run_1/clock_nets.png
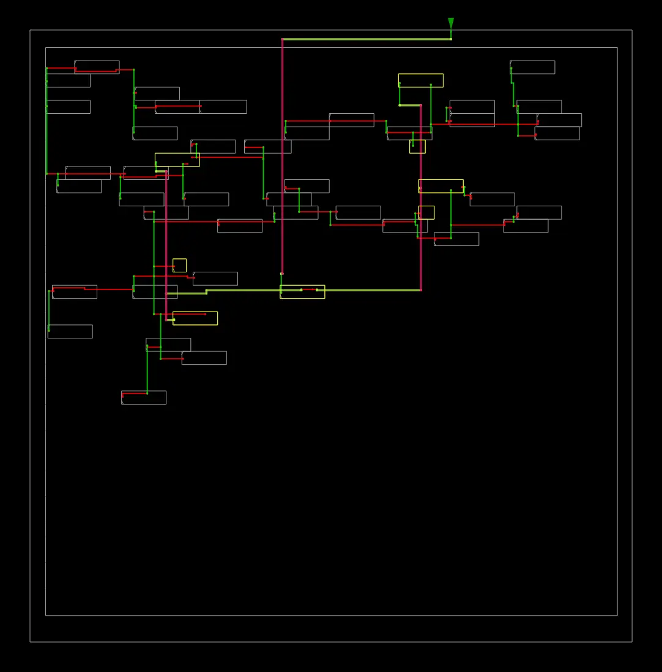
run_1/clock_wires.png
Bar = 20 microns.
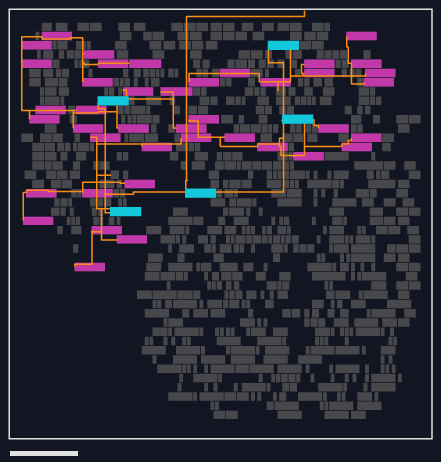
run_1/m4.png
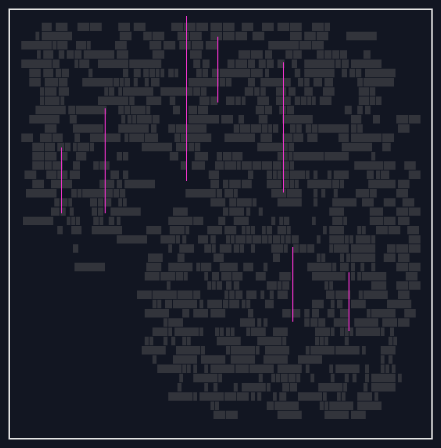
Design harmonic_scaler, sky130hd; sources not shown.
==> notes.md, run 1 <==
fresh numbers from the pnr run: Clock Tree Buf Depth=2, Top class by area=combinational gates, final period demand of the worst path=13.07 ns, Buffers on Ports=78, Cell variety after synth=roughly 53, Seq share, synth=18.8%, Mux area share=roughly 5%, cell with the most instances after synthesis=nor2_1, share of cells above drive strength 1=5.89%, Hold Path Stages=2, global-route wire length before repair=24500 microns, Final WS setup=6.03 ns, clk root buf=clkbuf_16, Final Util=47.8%, Clock transition at path regs=0.07 ns, arrival time at the worst endpoint=13.20 ns, largest net degree at the start of global routing=56, Signal buf overhead=12.6%, Setup CP Type=input pin to flop, TritonCTS clock tree=built, initial antenna violation count=0, DRC viols=0, Layout area overhead=20.4%, Post-CTS Setup Inserts=0, delay-heaviest family, CP=adder cells, Via density=5.46, count of plain and timing-repair buffers=85, n_taps=180, synthesis warning total=0, CP Buf/Inv Count=4, Routed met3 length=717 microns, CP max FO=11, total gr overflow=0, Starting Density=between 30 and 40%, logic share of the area=62.1%, Floorplan Nets=just under 800, routing usage on met2=33.7%, DP Worst Slack=roughly 5.4 ns, Simple Share, Synth=20.2%, initial detailed-routing violation count=305, number of diodes=0, Yosys chip area=~5500 sq um, final tally of hold violations=0, Synth Cell Area=5460 sq um, met3 usage=2.16%, M1 WL=6500 microns, Fin Hold WS=0.442 ns, Async S/R FF share, synth=100%, HPWL after DPL=11700 microns, nets=861, storage element area=1030 sq um, I/O pins=79, Post-Synth AOI/OAI Area=15.3%, DR WL/cell=16.7 microns, leading post-synthesis cells by instance count=nor2_1 (83), inv_1 (69), a21oi_1 (50), fa_1 (50), ha_1 (49), Synth top area share=18.3%, Largest cells by area=fa_1 (18%), dfrtp_1 (18%), ha_1 (11%), Adder Area Share=between 20% and 30%, total core area=~14000 sq um, multi-input gates=509, Final Non-Filler Cells=893, Syn Area/Cell=8.51 sq um, yosys stat cell total=642, max reg flops=18, Placer Congestion=roughly 0.85, die area=15600 sq um, Post-CTS Hold Buffers=0, final tally of max-slew violations=0, Registers, synthesis=41, post-route clock period utilization=68.4%, placed inst area=6420 sq um, grt peak-use layer=met2, Hold Path Class=flop to flop, TNS Setup=0 ns, Synth Instances=around 640, wire length on met2=between 7000 and 8000 microns, Synth logic family=adder cells, data required time of the critical path=between 15 and 20 ns, GRT met1 Usage=26.4%, Dominant flop cell=dfrtp_1, xor/xnor share=4.49%, endpoints failing setup=0, Layout fillers=1329, Log Warnings=29, most numerous logic cells after layout=nor2_1 (83), clkdlybuf4s50_1 (77), inv_1 (69), fa_1 (50), r2r setup slk=roughly 10 ns, antenna viol nets, final=0, Commonest Layout Cell=nor2_1, overall routing resource usage=19.6%, worst-margin pin slew=about 1.3 ns, cell mode on critical path=fa_1, flop share of the area=15.6%, path length in cells of the critical path=28, crit start category=input pin, top cell type by total area after synthesis=fa_1, Die Ht=approximately 130 microns, logic area=4080 sq um, ClkCell Share=2.28%, top sig layer=met4, H-Tree Level Count=2, max-cap violation count=0, RSZ-0062 raised after global routing=false, CP max stage delay=1.00 ns, placed cell count=slightly below 900, Inverters=70, Slew Limit Headroom=a little over a tenth, Die X=about 120 microns, Critical-path top delay cell=mux2i_1, # rows=43, fmax=76.5 MHz, Pre-Repair DR Iteration Count=5, status=finished clean, post_cts resized=0, Clock Sinks=~40, crit path capture type=flop, vias in the first global route=4877, number of synthesized flops with an enable pin=0, cell count of the worst reg-to-reg path=28, final instance area=~6600 sq um
Notes on clock_nets.png above:
flip-flops: 41
Clock buffer cells: 5
CTS buffer count: 5

Notes on clock_wires.png above:
[magenta] flip-flops | count: 41
[orange] clock wires | length: 690 microns
[cyan] clock-net drivers | count: 5
routed clock nets	6
Clk Latency, worst-skew pair: 0.30 ns

Notes on m4.png above:
wire length on this layer	194 microns
share of all routed wire	1.3%
main direction	vertical
longest straight run	48.3 microns
via count: 4875
final WL: 14900 microns

==> run 2: changes to the inputs <==
==> constraint.sdc (replaced) <==
create_clock -name i_Clock -period 10.49 [get_ports i_Clock]
set_clock_uncertainty 0.05 [all_clocks]
set_input_delay 2.6225 -clock i_Clock [delete_from_list [all_inputs] [get_ports i_Clock]]
set_output_delay 2.6225 -clock i_Clock [all_outputs]
set_load 0.01 [all_outputs]
==> notes.md, run 2 <==
fresh numbers from the pnr run: RSZ-0062 raised after global routing=false, arrival time at the worst endpoint=10.13 ns, Clock transition at path regs=0.06 ns, DRC viols=0, initial detailed-routing violation count=311, Routed met3 length=between 600 and 700 microns, Adder Area Share=29.5%, fmax=99.9 MHz, M1 WL=approximately 6700 microns, xor/xnor share=4.49%, worst-margin pin slew=1.01 ns, post-route clock period utilization=roughly 95%, Mux area share=5.11%, Final Non-Filler Cells=around 900, share of cells above drive strength 1=~7%, logic area=4100 sq um, nets=between 800 and 900, Inverters=70, final tally of hold violations=0, Syn Area/Cell=8.51 sq um, Via density=5.52, Synth top area share=18.3%, most numerous logic cells after layout=nor2_1 (83), clkdlybuf4s50_1 (77), inv_1 (69), a21oi_1 (50), fa_1 (50), met3 usage=2.38%, Post-Synth AOI/OAI Area=15.3%, Starting Density=39.7%, Simple Share, Synth=20.2%, wire length on met2=7410 microns, crit start category=input pin, cell mode on critical path=fa_1, clk root buf=clkbuf_16, TritonCTS clock tree=built, cell count of the worst reg-to-reg path=29, final period demand of the worst path=10.01 ns, initial antenna violation count=0, CP Buf/Inv Count=6, top sig layer=met4, routing usage on met2=33.0%, Clock Sinks=just over 40, Pre-Repair DR Iteration Count=5, H-Tree Level Count=2, Floorplan Nets=between 700 and 800, count of plain and timing-repair buffers=93, total gr overflow=0, max reg flops=18, ClkCell Share=2.51%, global-route wire length before repair=between 20000 and 25000 microns, n_taps=180, HPWL after DPL=11800 microns, Registers, synthesis=41, # rows=43, Slew Limit Headroom=30.6%, Hold Path Stages=2, endpoints failing setup=0, Die X=124 microns, vias in the first global route=4997, Critical-path top delay cell=clkdlybuf4s50_1, status=finished clean, Log Warnings=29, number of synthesized flops with an enable pin=0, flip-flops=41, Fin Hold WS=approximately 0.43 ns, Post-CTS Setup Inserts=0, Post-CTS Hold Buffers=0, multi-input gates=509, die area=around 16000 sq um, post_cts resized=0, cell with the most instances after synthesis=nor2_1, Synth logic family=adder cells, GRT met1 Usage=27.4%, path length in cells of the critical path=30, Layout fillers=1330, Clock Tree Buf Depth=2, Hold Path Class=flop to flop, Dominant flop cell=dfrtp_1, TNS Setup=0 ns, Commonest Layout Cell=nor2_1, yosys stat cell total=642, Die Ht=126 microns, Synth Cell Area=5460 sq um, Clock buffer cells=6, Largest cells by area=fa_1 (18%), dfrtp_1 (18%), ha_1 (11%), max-cap violation count=0, Final WS setup=~0.48 ns, top cell type by total area after synthesis=fa_1, antenna viol nets, final=0, Setup CP Type=input pin to flop, Final Util=48.5%, Synth Instances=between 600 and 700, final instance area=~6700 sq um, Layout area overhead=22.2%, delay-heaviest family, CP=AND-OR/OR-AND gates, grt peak-use layer=met2, Placer Congestion=0.877, largest net degree at the start of global routing=56, leading post-synthesis cells by instance count=nor2_1 (83), inv_1 (69), a21oi_1 (50), fa_1 (50), ha_1 (49), I/O pins=79, logic share of the area=approximately three fifths, CTS buffer count=5, Buffers on Ports=roughly 80, CP max FO=10, flop share of the area=15.4%, total core area=13800 sq um, r2r setup slk=1.89 ns, placed cell count=893, placed inst area=6480 sq um, number of diodes=0, CP max stage delay=0.57 ns, Seq share, synth=18.8%, Cell variety after synth=roughly 53, Signal buf overhead=about an eighth, storage element area=slightly above 1000 sq um, synthesis warning total=0, final tally of max-slew violations=0, Async S/R FF share, synth=100%, data required time of the critical path=around 11 ns, crit path capture type=flop, Yosys chip area=5460 sq um, DP Worst Slack=roughly 0.03 ns, Top class by area=combinational gates
run_2/clock_wires.png
Bar = 20 microns.
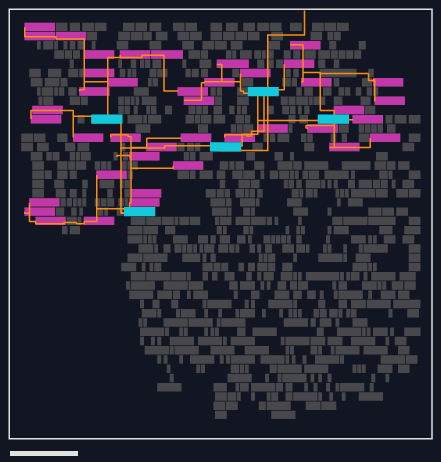
Clk Latency, worst-skew pair: 0.29 ns

run_2/route_heat.png
The die is cut into 25 by 25 equal tiles; dark blue is low, red is high, scaled to the fullest tile. Values are wire area over tile area, all layers added.
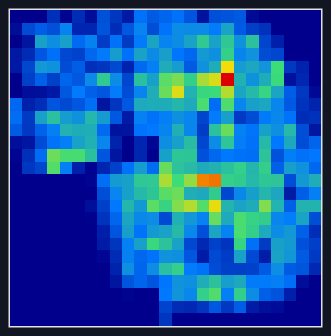
emptiest ninth of the die	south-west
tiles over half the peak	5.3%
fullest tile	0.71
mean over tiles	0.15
nearly empty tiles	24%
via count: 4978
final WL: 14900 microns
DR WL/cell: 16.6 microns
overall routing resource usage: 19.8%

